[config.mk]
export PLATFORM = sky130hd
export DESIGN_NAME = multi_timer
export DESIGN_NICKNAME = d
export VERILOG_FILES = /design/src/rtl/multi_timer_pkg.sv /design/src/rtl/multi_timer_channel.sv /design/src/rtl/multi_timer.sv
export SDC_FILE = /design/constraint.sdc
export NUM_CORES = 1
export LEC_CHECK = 0
export CORE_MARGIN = 10
export CORE_UTILIZATION = 39
export DETAILED_ROUTE_END_ITERATION = 6
export GPL_ROUTABILITY_DRIVEN = 0
export GPL_TIMING_DRIVEN = 1
export PLACE_DENSITY_LB_ADDON = 0.05
export SETUP_SLACK_MARGIN = 0.3
export SLEW_MARGIN = 15
export SYNTH_ARGS = -nofsm -noshare
export SYNTH_HDL_FRONTEND = slang
export SYNTH_SLANG_ARGS = --single-unit
[constraint.sdc]
create_clock -name clk -period 3.4 [get_ports clk]
set_clock_uncertainty 0.05 [all_clocks]
set_input_delay 0.68 -clock clk [delete_from_list [all_inputs] [get_ports clk]]
set_output_delay 0.68 -clock clk [all_outputs]
set_load 0.01 [all_outputs]
[src/rtl/multi_timer_pkg.sv]
// Shared definitions for the multi-channel timer: register map, CTRL layout,
// mode encodings and the per-channel FSM states.
package multi_timer_pkg;

    localparam logic [1:0] REG_CTRL   = 2'b00;
    localparam logic [1:0] REG_PRESET = 2'b01;
    localparam logic [1:0] REG_STATUS = 2'b10;
    localparam logic [1:0] REG_COUNT  = 2'b11;

    localparam int CTRL_EN       = 0;
    localparam int CTRL_MODE_LO  = 1;
    localparam int CTRL_IM       = 3;
    localparam int CTRL_PRESC_LO = 4;

    localparam logic [1:0] MODE_ONESHOT = 2'b00;
    localparam logic [1:0] MODE_AUTO    = 2'b01;

    typedef enum logic [1:0] {
        ST_IDLE,
        ST_LOAD,
        ST_CNT,
        ST_EXPIRE
    } state_e;

endpackage

[src/rtl/multi_timer_channel.sv]
// One timer channel: CTRL/PRESET/COUNT/PEND registers, 8-bit prescaler and
// the IDLE/LOAD/CNT/EXPIRE sequencer, plus its own read-back word.
module timer_channel
    import multi_timer_pkg::*;
#(
    parameter int WIDTH = 32
) (
    input  logic        clk,
    input  logic        reset_n,
    input  logic        we,
    input  logic [1:0]  reg_sel,
    input  logic [31:0] wdata,
    output logic [31:0] rdata,
    output logic        irq
);

    logic             en_q, en_d;
    logic [1:0]       mode_q, mode_d;
    logic             im_q, im_d;
    logic [7:0]       presc_q, presc_d;
    logic [7:0]       pcnt_q, pcnt_d;
    logic [WIDTH-1:0] preset_q, preset_d;
    logic [WIDTH-1:0] count_q, count_d;
    logic             pend_q, pend_d;
    state_e           state_q, state_d;

    logic             ctrl_we, preset_we, status_we;
    logic             tick;
    logic [WIDTH-1:0] wval;

    assign wval      = wdata[WIDTH-1:0];
    assign ctrl_we   = we && (reg_sel == REG_CTRL);
    assign preset_we = we && (reg_sel == REG_PRESET);
    assign status_we = we && (reg_sel == REG_STATUS);
    // >= rather than == so a PRESC lowered mid-count cannot skip a tick and wrap
    assign tick      = (state_q == ST_CNT) && (pcnt_q >= presc_q);

    always_comb begin
        en_d     = en_q;
        mode_d   = mode_q;
        im_d     = im_q;
        presc_d  = presc_q;
        pcnt_d   = pcnt_q;
        preset_d = preset_q;
        count_d  = count_q;
        pend_d   = pend_q;
        state_d  = state_q;

        if (ctrl_we) begin
            en_d    = wdata[CTRL_EN];
            mode_d  = wdata[CTRL_MODE_LO +: 2];
            im_d    = wdata[CTRL_IM];
            presc_d = wdata[CTRL_PRESC_LO +: 8];
        end
        if (preset_we) begin
            preset_d = wval;
        end
        if (status_we && wdata[0]) begin
            pend_d = 1'b0;
        end

        // Expiry below is evaluated after the W1C so a same-cycle set wins
        case (state_q)
            ST_IDLE: begin
                if (preset_we && (wval != '0)) begin
                    pcnt_d  = '0;
                    state_d = ST_LOAD;
                end else if (en_q && (count_q != '0)) begin
                    state_d = ST_CNT;
                end
            end
            ST_LOAD: begin
                count_d = preset_q;
                state_d = en_q ? ST_CNT : ST_IDLE;
            end
            ST_CNT: begin
                if (!en_q) begin
                    state_d = ST_IDLE;
                end else if (tick) begin
                    pcnt_d = '0;
                    if (count_q == WIDTH'(1)) begin
                        count_d = '0;
                        pend_d  = 1'b1;
                        state_d = ST_EXPIRE;
                    end else begin
                        count_d = count_q - WIDTH'(1);
                    end
                end else begin
                    pcnt_d = pcnt_q + 8'd1;
                end
            end
            ST_EXPIRE: begin
                if (en_q && (mode_q == MODE_AUTO)) begin
                    count_d = preset_q;
                    state_d = ST_CNT;
                end else begin
                    if (mode_q != MODE_AUTO) begin
                        en_d = 1'b0;
                    end
                    state_d = ST_IDLE;
                end
            end
            default: state_d = ST_IDLE;
        endcase
    end

    always_ff @(posedge clk or negedge reset_n) begin
        if (!reset_n) begin
            en_q     <= 1'b0;
            mode_q   <= MODE_ONESHOT;
            im_q     <= 1'b0;
            presc_q  <= '0;
            pcnt_q   <= '0;
            preset_q <= '0;
            count_q  <= '0;
            pend_q   <= 1'b0;
            state_q  <= ST_IDLE;
        end else begin
            en_q     <= en_d;
            mode_q   <= mode_d;
            im_q     <= im_d;
            presc_q  <= presc_d;
            pcnt_q   <= pcnt_d;
            preset_q <= preset_d;
            count_q  <= count_d;
            pend_q   <= pend_d;
            state_q  <= state_d;
        end
    end

    always_comb begin
        rdata = '0;
        case (reg_sel)
            REG_CTRL:   rdata = {20'b0, presc_q, im_q, mode_q, en_q};
            REG_PRESET: rdata = 32'(preset_q);
            REG_STATUS: rdata = {31'b0, pend_q};
            REG_COUNT:  rdata = 32'(count_q);
            default:    rdata = '0;
        endcase
    end

    assign irq = pend_q & im_q;

endmodule

[src/rtl/multi_timer.sv]
// Multi-channel timer top: per-channel write decode, read mux and the
// masked interrupt OR feeding the CPU interrupt controller.
module multi_timer
    import multi_timer_pkg::*;
#(
    parameter int NUM_CH = 2,
    parameter int WIDTH  = 32,
    parameter int CH_W   = (NUM_CH > 1) ? $clog2(NUM_CH) : 1
) (
    input  logic             clk,
    input  logic             reset_n,
    input  logic [CH_W+3:2]  addr,
    input  logic             we,
    input  logic [31:0]      Din,
    output logic [31:0]      Dout,
    output logic             IntReq
);

    logic [CH_W-1:0]   ch_sel;
    logic [1:0]        reg_sel;
    logic [31:0]       rd_data [NUM_CH];
    logic [NUM_CH-1:0] irq;

    assign ch_sel  = addr[CH_W+3:4];
    assign reg_sel = addr[3:2];

    // Indices past NUM_CH match no instance, so their writes fall away
    for (genvar g = 0; g < NUM_CH; g++) begin : g_ch
        timer_channel #(
            .WIDTH(WIDTH)
        ) u_ch (
            .clk     (clk),
            .reset_n (reset_n),
            .we      (we && (ch_sel == CH_W'(g))),
            .reg_sel (reg_sel),
            .wdata   (Din),
            .rdata   (rd_data[g]),
            .irq     (irq[g])
        );
    end

    always_comb begin
        Dout = '0;
        for (int i = 0; i < NUM_CH; i++) begin
            if (ch_sel == CH_W'(i)) begin
                Dout = rd_data[i];
            end
        end
    end

    assign IntReq = |irq;

endmodule

Fig. 1: run 1, placement view
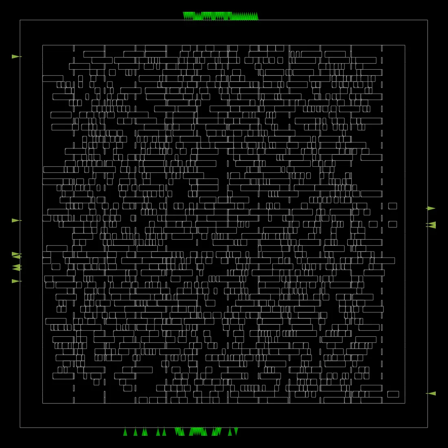
core box area: 26,100 sq um
post-route insts no fill: 1,584
row cnt: 59
fill cell count: 2,508
Flops: 174

Fig. 2: run 1, supply network
Scale: 2 px per um. Pins as bars on the die edge.
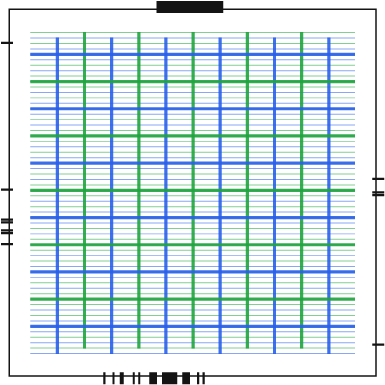
Key: blue = VSS; green = VDD
71 signal pins sit on the boundary. 11 straps on met5. The core has 59 rows. 11 straps on met4. 60 met1 rails follow the rows.

Fig. 3: run 1, close-up of the layout
Window x 66 to 116, y 103 to 153 um. Cells in grey, sequential cells in the stronger grey; small squares are vias.
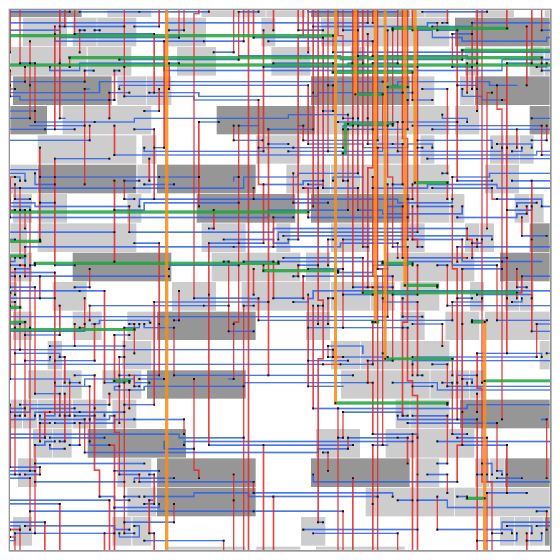
Key: red = metal 2; orange = metal 4; green = metal 3; blue = metal 1
Sequential cells in the window: 18. Netlist names of flops here include g_ch.u_ch.preset_q (12), g_ch.u_ch.count_q (6). 129 logic cells have their middle in the window. Most frequent: nand2_1 (30), dfrtp_1 (18).

Fig. 4: run 1, cells by drive strength
Scale: 1.5 px per um.
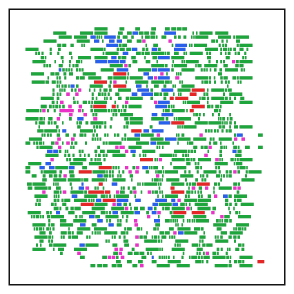
Key: blue = _2 cells [cells 80, most used mux2_2]; red = _6 and larger [cells 27, most used clkbuf_16]; green = _0 and _1 cells [cells 1,062, most used dfrtp_1]; magenta = _3 and _4 cells [cells 80, most used buf_4]

==> flow_summary.ini, run 1 <==
; generated from flow reports
[outcome]
outcome = complete, no violations

[power_and_ir_drop]
powerClk_w = 0.00195
pwr-share-clk_pct = 22.3
ir_drop_uv = 301
combinationalPower_w = 0.00314
swShare_pct = 41.7
pwr-share-comb_pct = 35.9
seqPwrFrac_pct = 41.8
internal_power_w = 0.00510
power_w = 0.00875
pwr_density_cell_nw_per_um2 = 710
p_seq_w = 0.00365
power.group.top = sequential cells

[job]
drv_cap = 0
warnings = 30

[critical_path]
cp_max_fo = 14
reg2reg_depth = 7
cp-endpoint = Dout[3]
cp-startpoint = addr[3]
critPathTopFamily = buffers and inverters
cp-end-kind = primary output
crit_chain = buf_4 -> and2_0 -> buf_4 -> a21oi_1 -> a21oi_1 -> clkdlybuf4s50_1
r2r-start = g_ch[1].u_ch.count_q[10]$_DFFE_PN0P_
crit_slowest_cell = clkdlybuf4s50_1
start_kind = primary input
arrival_ps = 2310
cp.depth = 6
worst-path-buf-inv = 3
cp.required_ps = 2670
reg2reg_to = g_ch[1].u_ch.count_q[10]$_DFFE_PN0P_

[final_layout]
lay_top_cells = dfrtp_1, nand2_1, o21ai_0
clkbuf_count = 19
nonClkBufAreaFrac_pct = 10.1
multi_input_comb_cells = 871
fin_nets = 1298
area_delta_synth_final_pct = 19.5
combAreaFraction_pct = 45.6
largest_cell_class = logic gates
nNonClkBuffers = 142
seqAreaFraction_pct = 35.3
layout_top_cell = dfrtp_1
final_core_util_pct = 47.3
diodes = 0

[final_timing]
max_freq_ghz = 0.329
fin_crit_ps = 3040
hold-worst-slack_ps = 200
fin_ws_ps = 358
grt_setup_unrepaired = no
hold_viol_final = 0
setup_viol = 0
relSlewSlack_pct = 46.0
final_max_slew_viol_count = 0
setup-tns-final_ps = 0
timing_worst_slew_pin_value_ps = 800

[placement]
dp_slack_ps = 242
dp_cells = 1552
io_buffers = 70

[synthesis]
yosysMostFrequentCell = dfrtp_1
ys_sh_xor_pct = 0
ys_ff = 174
synth_cell_types = 61
synthTopCellsByCount = dfrtp_1, nand2_1, o21ai_0
area_leaders = dfrtp_1, o21ai_0, nand2_1, mux4_2, mux2_2
syn_area_sq_um = 10300
syn_area_per_cell_sq_um = 9.02
mux_share_pct = 11.6
edf_count = 0
syn-instance-count = 1144
synthSimpleGateAreaFrac_pct = 20.4
synth_chip_area_sq_um = 10300
synth_top_cell_by_area = dfrtp_1
fp_nets = 1206
top_cell_area_share_pct = 42.2
flop_cell = dfrtp_1

[grt]
antenna_found_initial = 0
grt_usage_pct = 21.5
grt-ovfl-total = 0
use_met1_pct = 32.0
grt_pass1_wl_um = 55700
first_global_vias = 8790

[cts]
numClockSinks = 174
htreeDepth = 4
clock_path_buffers = 2
cts_tree = done
clk_latency_ps = 430
clkSlewWorstSetupHoldPaths_ps = 70
post-cts-setup-buffer-count = 0

[routing]
wl_met1_um = 17800
vias = 9239
wire_per_inst_um = 22.7
detail-route-antenna-nets = 0
top_layer = met4
routed_wl_um = 36000
via_per_inst = 5.83
met2WireLength_um = 15700
drc = 0

[min_path]
hp-class = in2async

[die]
dieWidth_um = 183
tap_cells = 335
die.size.y_um = 183
dieArea_sq_um = 33400
--- run 2 (diff from run 1) ---
- CTS_CLUSTER_SIZE: unset -> 40
Fig. 5: run 2, close-up of the layout
Window x 66 to 116, y 103 to 153 um. Cells in grey, sequential cells in the stronger grey; small squares are vias.
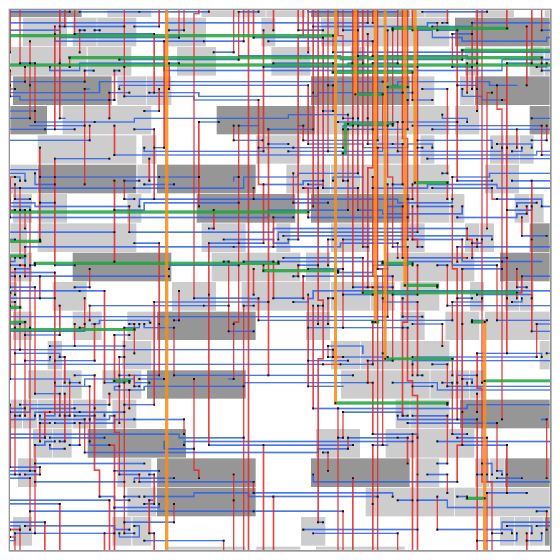
Key: green = metal 3; orange = metal 4; blue = metal 1; red = metal 2
Netlist names of flops here include g_ch.u_ch.preset_q (12), g_ch.u_ch.count_q (6). Most frequent: nand2_1 (30), dfrtp_1 (18). 129 logic cells have their middle in the window. Sequential cells in the window: 18.

==> run 2 against run 1 <==
Effect of this change: fmax is the same; global-route usage is the same; sequential power is essentially flat; combinational power is essentially flat; critical endpoint unchanged.
==> flow_summary.ini, run 2 <==
; generated from flow reports
[die]
die.size.y_um = 183
dieArea_sq_um = 33400
tap_cells = 335
dieWidth_um = 183
core_sq_um = 26100

[power_and_ir_drop]
p_seq_w = 0.00365
power_w = 0.00875
pwr-share-clk_pct = 22.3
internal_power_w = 0.00510
ir_drop_uv = 301
powerClk_w = 0.00195
pwr_density_cell_nw_per_um2 = 710
combinationalPower_w = 0.00314

[critical_path]
cp-startpoint = addr[3]
cp-endpoint = Dout[3]
crit_slowest_cell = clkdlybuf4s50_1
reg2reg_depth = 7
cp.required_ps = 2670
cp.depth = 6
crit_chain = buf_4 -> and2_0 -> buf_4 -> a21oi_1 -> a21oi_1 -> clkdlybuf4s50_1
cp_max_fo = 14
reg2reg_to = g_ch[1].u_ch.count_q[10]$_DFFE_PN0P_
start_kind = primary input
arrival_ps = 2310
cp-end-kind = primary output
worst-path-buf-inv = 3

[grt]
use_met1_pct = 32.0
grt_usage_pct = 21.5
antenna_found_initial = 0
grt-ovfl-total = 0
grt_pass1_wl_um = 55700
first_global_vias = 8790

[final_layout]
largest_cell_class = logic gates
diodes = 0
clkbuf_count = 19
multi_input_comb_cells = 871
fin_nets = 1298
nNonClkBuffers = 142
layout_top_cell = dfrtp_1
lay_top_cells = dfrtp_1, nand2_1, o21ai_0
combAreaFraction_pct = 45.6
fillCellCount = 2508
final_core_util_pct = 47.3
ff_count = 174

[synthesis]
fp_nets = 1206
synthTopCellsByCount = dfrtp_1, nand2_1, o21ai_0
ys_sh_xor_pct = 0
area_leaders = dfrtp_1, o21ai_0, nand2_1, mux4_2, mux2_2
synth_cell_types = 61
synth_top_cell_by_area = dfrtp_1
syn_area_sq_um = 10300
synthSimpleGateAreaFrac_pct = 20.4
top_cell_area_share_pct = 42.2
edf_count = 0
mux_share_pct = 11.6
syn_area_per_cell_sq_um = 9.02
ys_ff = 174

[final_timing]
final_max_slew_viol_count = 0
relSlewSlack_pct = 46.0
fin_ws_ps = 358
setup_viol = 0
grt_setup_unrepaired = no
hold_viol_final = 0

[routing]
met2WireLength_um = 15700
wire_per_inst_um = 22.7
vias = 9239
top_layer = met4
drc = 0

[min_path]
hp-class = in2async

[cts]
clock_path_buffers = 2
htreeDepth = 4
post-cts-setup-buffer-count = 0
numClockSinks = 174

[outcome]
outcome = complete, no violations

[placement]
dp_cells = 1552
--- run 3 (diff from run 2) ---
- PLACE_DENSITY_LB_ADDON: 0.05 -> 0.15
Fig. 6: run 3, cells by drive strength
Scale: 1.5 px per um.
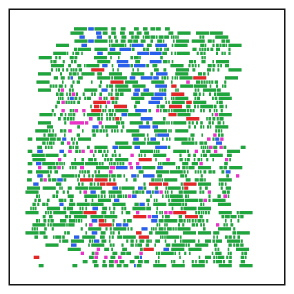
Key: red = _6 and larger [cells 34, most used clkbuf_16]; magenta = _3 and _4 cells [cells 62, most used buf_4]; green = _0 and _1 cells [cells 1,060, most used dfrtp_1]; blue = _2 cells [cells 82, most used mux2_2]

==> run 3 against run 2 <==
Effect of this change: area after synthesis stayed put; final cell count is 0.69% lower; utilization is 0.072 points lower; critical path depth is 1 lower; largest power group unchanged; highest routed layer unchanged.
==> flow_summary.ini, run 3 <==
; generated from flow reports
[synthesis]
area_leaders = dfrtp_1, o21ai_0, nand2_1, mux4_2, mux2_2
ys_ff = 174
yosysMostFrequentCell = dfrtp_1
synthTopCellsByCount = dfrtp_1, nand2_1, o21ai_0
syn-instance-count = 1144
synth_chip_area_sq_um = 10300
top_cell_area_share_pct = 42.2
edf_count = 0
synth_top_cell_by_area = dfrtp_1
synth_cell_types = 61
mux_share_pct = 11.6
fp_nets = 1206
ys_sh_xor_pct = 0

[final_timing]
final_max_slew_viol_count = 0
setup_viol = 0
hold_viol_final = 0
fin_crit_ps = 3020
setup-tns-final_ps = 0
grt_setup_unrepaired = yes

[grt]
use_met1_pct = 29.6
antenna_found_initial = 0
grt_pass1_wl_um = 53800
grt_usage_pct = 20.5

[critical_path]
arrival_ps = 2290
cp-endpoint = Dout[15]
reg2reg_depth = 8
r2r-start = g_ch[1].u_ch.count_q[10]$_DFFE_PN0P_
cp.depth = 5
start_kind = primary input
reg2reg_to = g_ch[1].u_ch.count_q[16]$_DFFE_PN0P_
worst-path-buf-inv = 3
cp-end-kind = primary output
critPathTopFamily = buffers and inverters

[final_layout]
diodes = 0
area_delta_synth_final_pct = 19.3
combAreaFraction_pct = 45.8
layout_top_cell = dfrtp_1
lay_top_cells = dfrtp_1, nand2_1, o21ai_0
clkbuf_count = 18
seqAreaFraction_pct = 35.4
largest_cell_class = logic gates
nonClkBufAreaFrac_pct = 9.90

[power_and_ir_drop]
pwr-share-clk_pct = 22.2
p_seq_w = 0.00364
swShare_pct = 42.2
powerClk_w = 0.00194
internal_power_w = 0.00504
power.group.top = sequential cells

[die]
std_cell_rows = 59
tap_cells = 335
dieArea_sq_um = 33400

[cts]
numClockSinks = 174
cts_tree = done
clk_latency_ps = 440
clock_path_buffers = 2

[routing]
vias = 9392
drc = 0
wire_per_inst_um = 22.0
top_layer = met4

[job]
drv_cap = 0

[placement]
io_buffers = 70
dp_slack_ps = 237

[outcome]
outcome = complete, no violations

==> screenshots <==
Routed metal per tile.
Scale: 2 px per um. The die is cut into 37 by 37 equal tiles; dark purple is low, yellow is high, scaled to the fullest tile. Values are wire area over tile area, all layers added.
(a)
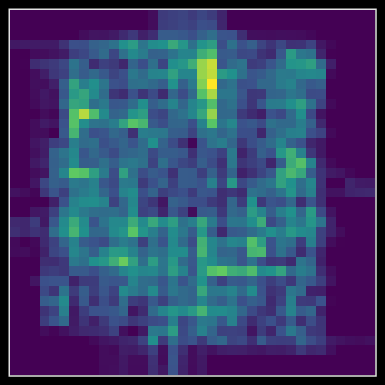
(b)
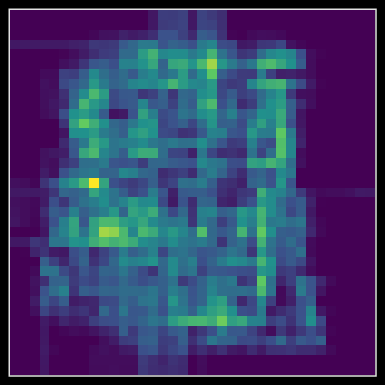
(a) is run 2.
(b) is run 3.

Key to (b):
The mean over all tiles is 0.17. 9.1% of the tiles are over half the peak. 30% of the tiles are nearly empty. The fullest tile reaches 0.80.

Power figures rest on the tool's default switching activity, not on a simulated workload.
